<file path="config.mk">
export PLATFORM = sky130hd
export DESIGN_NAME = snd_dma_addr
export DESIGN_NICKNAME = d
export VERILOG_FILES = /design/src/rtl/snd_dma_addr_pkg.sv /design/src/rtl/snd_dma_addr_reg.sv /design/src/rtl/snd_dma_addr.sv
export SDC_FILE = /design/constraint.sdc
export NUM_CORES = 1
export LEC_CHECK = 0
export ABC_CLOCK_PERIOD_IN_PS = 3350
export CORE_ASPECT_RATIO = 0.6
export CORE_MARGIN = 4
export CORE_UTILIZATION = 50
export CTS_CLUSTER_DIAMETER = 200
export CTS_CLUSTER_SIZE = 30
export DETAILED_ROUTE_END_ITERATION = 16
export HOLD_SLACK_MARGIN = 0.08
export PLACE_DENSITY_LB_ADDON = 0.1
export RECOVER_POWER = 25
export SLEW_MARGIN = 25
export SYNTH_ARGS = -nofsm -noshare
export SYNTH_HDL_FRONTEND = slang
export SYNTH_SLANG_ARGS = --single-unit
</file>
<file path="constraint.sdc">
create_clock -name clk32 -period 3.35 [get_ports clk32]
set_input_delay 0.67 -clock clk32 [delete_from_list [all_inputs] [get_ports clk32]]
set_output_delay 0.67 -clock clk32 [all_outputs]
set_load 0.05 [all_outputs]
</file>
<file path="src/rtl/snd_dma_addr_pkg.sv">
// Shared definitions for the sound DMA address unit: register select codes,
// address width and byte pack/unpack helpers for 21-bit word addresses.
package snd_dma_addr_pkg;

  localparam int AW      = 21;
  localparam int HI_BITS = AW - 15 - 1 + 1;  // bits 21:16 of the byte address

  typedef enum logic [3:0] {
    SEL_START_HI  = 4'd0,
    SEL_START_MID = 4'd1,
    SEL_START_LO  = 4'd2,
    SEL_CNT_HI    = 4'd3,
    SEL_CNT_MID   = 4'd4,
    SEL_CNT_LO    = 4'd5,
    SEL_END_HI    = 4'd6,
    SEL_END_MID   = 4'd7,
    SEL_END_LO    = 4'd8
  } sel_e;

  typedef enum logic [1:0] {
    BYTE_HI  = 2'd0,
    BYTE_MID = 2'd1,
    BYTE_LO  = 2'd2
  } byte_e;

  // Readback view of one byte of a word address held as byte-address bits [21:1].
  function automatic logic [7:0] addr_byte(input logic [AW:1] a, input byte_e b);
    logic [7:0] r;
    r = '0;
    case (b)
      BYTE_HI:  r = {{(8-HI_BITS){1'b0}}, a[AW:16]};
      BYTE_MID: r = a[15:8];
      BYTE_LO:  r = {a[7:1], 1'b0};
      default:  r = '0;
    endcase
    return r;
  endfunction

  function automatic logic [AW:1] addr_set_byte(input logic [AW:1] a, input byte_e b,
                                                input logic [7:0] d);
    logic [AW:1] r;
    r = a;
    case (b)
      BYTE_HI:  r[AW:16] = d[HI_BITS-1:0];
      BYTE_MID: r[15:8]  = d;
      BYTE_LO:  r[7:1]   = d[7:1];
      default:  r = a;
    endcase
    return r;
  endfunction

endpackage

</file>
<file path="src/rtl/snd_dma_addr_reg.sv">
// Byte-writable 21-bit word-address register with hi/mid/lo write and readback.
module snd_addr_reg
  import snd_dma_addr_pkg::*;
(
  input  logic          clk,
  input  logic          rst_n,
  input  logic          i_wr_en,
  input  byte_e         i_wr_byte,
  input  logic [7:0]    i_wr_data,
  input  byte_e         i_rd_byte,
  output logic [7:0]    o_rd_data,
  output logic [AW:1]   o_addr
);

  logic [AW:1] r_addr;

  // NOTE: state is updated with non-blocking assignments and cleared by the
  // asynchronous reset, so every reader sees the pre-edge value in the same cycle.
  always_ff @(posedge clk or negedge rst_n) begin
    if (!rst_n) begin
      r_addr <= '0;
    end else if (i_wr_en) begin
      r_addr <= addr_set_byte(r_addr, i_wr_byte, i_wr_data);
    end
  end

  assign o_rd_data = addr_byte(r_addr, i_rd_byte);
  assign o_addr    = r_addr;

endmodule

</file>
<file path="src/rtl/snd_dma_addr.sv">
// Sound DMA address unit: start/end shadows, double-buffered active frame,
// 21-bit word address counter and coherent counter readback.
module snd_dma_addr
  import snd_dma_addr_pkg::*;
(
  input  logic          clk32,
  input  logic          porb,
  input  logic          wr_en,
  input  logic [3:0]    wr_sel,
  input  logic [7:0]    wr_data,
  input  logic          rd_en,
  input  logic [3:0]    rd_sel,
  output logic [7:0]    rd_data,
  input  logic          sndon,
  input  logic          sndclk_en,
  input  logic          sframe_n,
  output logic [AW:1]   snd,
  output logic [AW:1]   sft
);

  logic          w_start_wr;
  logic          w_end_wr;
  logic [3:0]    w_end_wr_idx;
  logic [3:0]    w_end_rd_idx;
  logic [7:0]    w_start_rd;
  logic [7:0]    w_end_rd;
  logic [AW:1]   w_start;
  logic [AW:1]   w_end;
  logic          w_reload;

  logic [AW:1]   r_snd;
  logic [AW:1]   r_act_end;
  logic [15:1]   r_snap;
  logic          r_sndon_q;
  logic          r_sframe_n_q;

  assign w_start_wr   = wr_en && (wr_sel <= SEL_START_LO);
  assign w_end_wr     = wr_en && (wr_sel >= SEL_END_HI) && (wr_sel <= SEL_END_LO);
  assign w_end_wr_idx = wr_sel - SEL_END_HI;
  assign w_end_rd_idx = rd_sel - SEL_END_HI;

  snd_addr_reg u_start (
    .clk       (clk32),
    .rst_n     (porb),
    .i_wr_en   (w_start_wr),
    .i_wr_byte (byte_e'(wr_sel[1:0])),
    .i_wr_data (wr_data),
    .i_rd_byte (byte_e'(rd_sel[1:0])),
    .o_rd_data (w_start_rd),
    .o_addr    (w_start)
  );

  snd_addr_reg u_end (
    .clk       (clk32),
    .rst_n     (porb),
    .i_wr_en   (w_end_wr),
    .i_wr_byte (byte_e'(w_end_wr_idx[1:0])),
    .i_wr_data (wr_data),
    .i_rd_byte (byte_e'(w_end_rd_idx[1:0])),
    .o_rd_data (w_end_rd),
    .o_addr    (w_end)
  );

  // Reload on sndon rising, or on sframe_n falling while running.
  assign w_reload = (sndon && !r_sndon_q) || (sndon && r_sframe_n_q && !sframe_n);

  always_ff @(posedge clk32 or negedge porb) begin
    if (!porb) begin
      r_snd        <= '0;
      r_act_end    <= '0;
      r_snap       <= '0;
      r_sndon_q    <= 1'b0;
      r_sframe_n_q <= 1'b0;
    end else begin
      r_sndon_q    <= sndon;
      r_sframe_n_q <= sframe_n;
      // Reload sees the pre-write shadow; a same-cycle write lands next reload.
      if (w_reload) begin
        r_snd     <= w_start;
        r_act_end <= w_end;
      end else if (sndon && sndclk_en) begin
        r_snd <= r_snd + 1'b1;
      end
      if (rd_en && (rd_sel == SEL_CNT_HI)) begin
        r_snap <= r_snd[15:1];
      end
    end
  end

  // NOTE: rd_data gets a default before the case so no select leaves it
  // unassigned, which would otherwise infer a latch.
  always_comb begin
    rd_data = '0;
    case (rd_sel)
      SEL_START_HI, SEL_START_MID, SEL_START_LO: rd_data = w_start_rd;
      SEL_CNT_HI:                                rd_data = addr_byte(r_snd, BYTE_HI);
      SEL_CNT_MID:                               rd_data = r_snap[15:8];
      SEL_CNT_LO:                                rd_data = {r_snap[7:1], 1'b0};
      SEL_END_HI, SEL_END_MID, SEL_END_LO:       rd_data = w_end_rd;
      default:                                   rd_data = '0;
    endcase
  end

  assign snd = r_snd;
  assign sft = r_act_end;

endmodule

</file>
==> images/power_grid.png <==
Bar = 50 um. Pins as bars on the die edge.
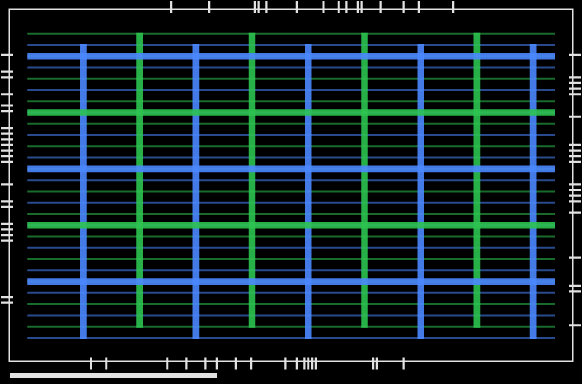
color	net
green	VDD
blue	VSS
met4 straps	9
signal pins	73

==> images/io_fan.png <==
Bar = 50 um.
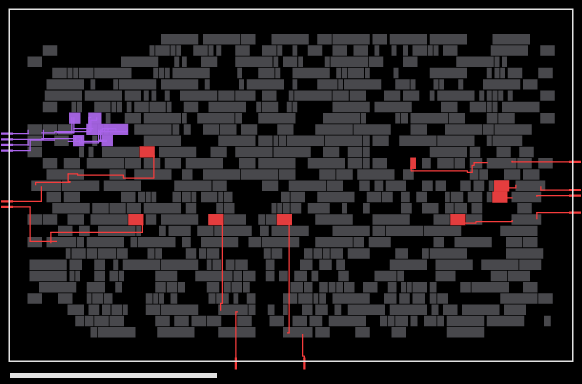
color	port	bits	direction	edge	end cells	buffers	wire
purple	`wr_sel`	4	input	left	8	4	114 um
red	`rd_data`	8	output	4 right, 2 left, 2 bottom	8	8	242 um

==> GITHUB_STEP_SUMMARY <==
### Flow metrics

| Metric | Value |
|---|---|
| Gate count of the mapped netlist | 440 |
| Tally of max-capacitance violations | 1 |
| Routed WL | 13.0 mm |
| CP top delay family | buffers and inverters |
| CTS tree | done |
| Worst slew margin | -1.46% |
| Worst setup EP type | primary output |
| Violated checks | capacitance limit, slew limit |
| Largest cells by area | dfrtp_1, mux2_2, nand2_1 |
| Width of the die | 136 um |
| CP startpoint kind | primary input |
| Drt first pass iters | 5 |
| Required @ worst endpoint | 2.68 ns |
| Worst skew pair latency | 0.34 ns |
| Final Instance Count excl. Fillers | 652 |
| Top-area cell share | 51.7% |
| Die area | 11500 sq um |
| Nets | 541 |
| Placement Cell Area | 5860 sq um |
| Commonest Layout Cell | dfrtp_1 |
| DR DRC count | 0 |
| Async set-reset flop share out of synthesis | 100% |
| Clk_skew | 0.00523 ns |
| # Cells Yosys | 440 |
| Core Area | 9360 sq um |
| Hpwl dp | 9.56 mm |
| Syn-to-layout area delta | 25.6% |
| Crit Path Class | in2out |
| Post-layout min period | 3.24 ns |
| Synth unique cells | 48 |
| Crit-path max cell delay | 0.59 ns |
| RePlAce Congestion | 0.957 |
| Slew @ Worst Pin | 1.52 ns |
| Vias | 3819 |
| Initial antenna violation count | 0 |
| Most numerous logic cells after layout | dfrtp_1, nand2_1, clkdlybuf4s50_1, mux2_2, o21ai_0 |
| Final Slew Violations | 61 |
| Ys Warns | 0 |
| CTS Buffer Depth | 2 |
| Die Ht | 84.6 um |
| CP max-delay cell | clkdlybuf4s50_1 |
| I/O pin cnt | 73 |
| Avg Cell Area, Syn | 11.1 sq um |
| Fmax | 309 MHz |
| CP max FO | 8 |
| Setup repair bufs after CTS | 0 |
| Post-synth EDFFs | 0 |
| Synth Net Count | 464 |
| DR iter-0 viols | 324 |
| Synthesized cell area | 4890 sq um |
| Final hold vios | 0 |
| Vias per std cell | 5.86 |
| Synth Seq Share | 51.7% |
| WL/cell | 19.9 um |
| Floorplan Utilization | 52.2% |
| Max H-tree Level | 3 |
| Tally of OpenROAD warnings | 26 |
| Largest net degree at the start of global routing | 61 |
| Root buffer cell | clkbuf_16 |
| RSZ-0062 raised after global routing | no |
| VDD IR max | 0.338 mV |
| Leak pwr | 2.70 nW |
| Fill cells | 741 |
| PD cells | 669 nW/um^2 |
| Gr ovfl total | 0 |
| Design Area, Final | 6140 sq um |
| Setup TNS | 0 ns |
| Port-buffer cells | 72 |
| Worst min path class | reg2reg |
| CP bufs+invs | 3 |
| Share of cells above drive strength 1 | 20.1% |
| Yosys Chip Area | 4890 sq um |
| Final worst setup slack | 0.111 ns |
| N_diodes | 0 |
| Setup violations, final | 0 |
| Status | complete, but fails checks |
| Cts hold-fix bufs | 0 |
| Worst EP arrival | 2.57 ns |
| First-pass GRT wire length | 21.5 mm |
| Antenna violation net count after detailed routing | 0 |
| Post-synth top area cell | dfrtp_1 |
| DP Cell Count | 636 |
| Overall power | 4.11 mW |
| Clock sink count | 101 |
| Pre-CTS WS | -0.0609 ns |
| Vias in the first global route | 3908 |
| Crit path cell chain | clkdlybuf4s50_1 -> and2_4 -> buf_4 -> nor2b_4 -> a22oi_1 -> o22ai_1 -> a221o_1 -> buf_12 |
| Row cnt | 27 |
| Main flop type | dfrtp_1 |
| CTS Buf Count | 9 |
| Worst-path clk slew | 0.06 ns |
| Gr usage total | 24.2% |
| Final period util | 96.7% |
| Post-synth regs | 101 |
[final timing paths]
kind,start,to,slack [ns],cells past startpoint
hold reg to reg,sft[4],sft[4],0.47,2
max in group asynchronous,porb,u_start.o_addr[18],0.88,2
setup / recovery,rd_sel[1],rd_data[2],0.11,8
setup reg to reg,snd[1],snd[17],1.40,6
hold / removal,sft[4],sft[4],0.47,2
min in group asynchronous,porb,r_snap[7],0.70,1
[metrics by stage]
| step | hold slack [ns] | utilization [%] |
|---|---|---|
| after global routing | 0.498 | 65.6 |
| after global placement | 0.461 | 62.7 |
| after floorplan | 0.374 | - |
| after detailed placement | 0.461 | 62.7 |
| final | 0.473 | 65.6 |
| after CTS | 0.455 | 65.8 |
[final cells by class]
cell class                 count  area (sq um)  area share [%]
sequential                   101          2530            41.1
clock buffer                  14           274            4.46
multi-input combinational    317          2240            36.5
inverter                       1          3.75          0.0611
tap                          130           163            2.65
clock inverter                 2          16.3           0.265
timing repair buffer          87           918            15.0
[synthesized netlist by cell type, types with 2 or more instances]
master	instances
a221o_1	11
nor2b_1	3
a22oi_1	17
nor3b_2	2
a21oi_1	12
a22o_1	3
and2_1	4
nor2_1	14
nand4_1	5
xor2_1	4
a31oi_1	3
mux2i_1	13
xnor2_1	5
nand2b_1	2
nor4_1	2
dfrtp_1	101
buf_2	4
o22ai_1	5
nor3_1	3
clkbuf_1	11
mux2_2	49
mux2_4	10
buf_6	3
o211ai_1	4
o21ai_0	20
nor3b_1	2
nand3b_1	4
and3_1	7
and4_1	6
nand3_1	9
nand2_1	85
[repair_timing]
action / CTS / global route
setup endpoints to repair: 7 / 1
pin swaps: 0 / 0
resized: 1 / 1
[worst register-to-register path: stages, from the launching register on]
cell and delay, ns:
dfrtp_1 0.44, ha_1 0.33, and4_1 0.32, and3_1 0.29, and3_1 0.24, xnor2_1 0.13, o21ai_0 0.08
[power by group]
group,leakage (nW),internal (mW),switching (mW)
registers,1.27,1.50,0.291
logic,1.29,0.554,0.767
clock network,0.139,0.567,0.429
total,2.70,2.62,1.49
[kinds of logic after synthesis]
family | count (synthesis) | synth area share (%)
flops | 101 | 51.7
buf+inv | 22 | 2.69
compound gates | 83 | 11.6
mux | 72 | 17.0
xor+xnor | 9 | 1.61
fa+ha+maj | 1 | 0.256
simple gates | 152 | 15.2
[metal layers]
| metal | track usage (%) | vias up | share of wire, % |
|---|---|---|---|
| li1 | - | 1753 | - |
| met1 | 37.2 | 1916 | 50 |
| met2 | 34.2 | 138 | 41 |
| met3 | 6.65 | 12 | 7.7 |
| met4 | 4.85 | 0 | 0.74 |
| met5 | 0 | - | 0 |
[flip-flops by register name, indices dropped and copies added, names as in the netlist]
| signal | cells |
|---|---|
| sft | 21 |
| snd | 21 |
| u_end.o_addr | 21 |
| u_start.o_addr | 21 |
| r_snap | 15 |
| r_sframe_n_q | 1 |
| r_sndon_q | 1 |
No activity file was given, so power comes from the tool's default toggle rates.
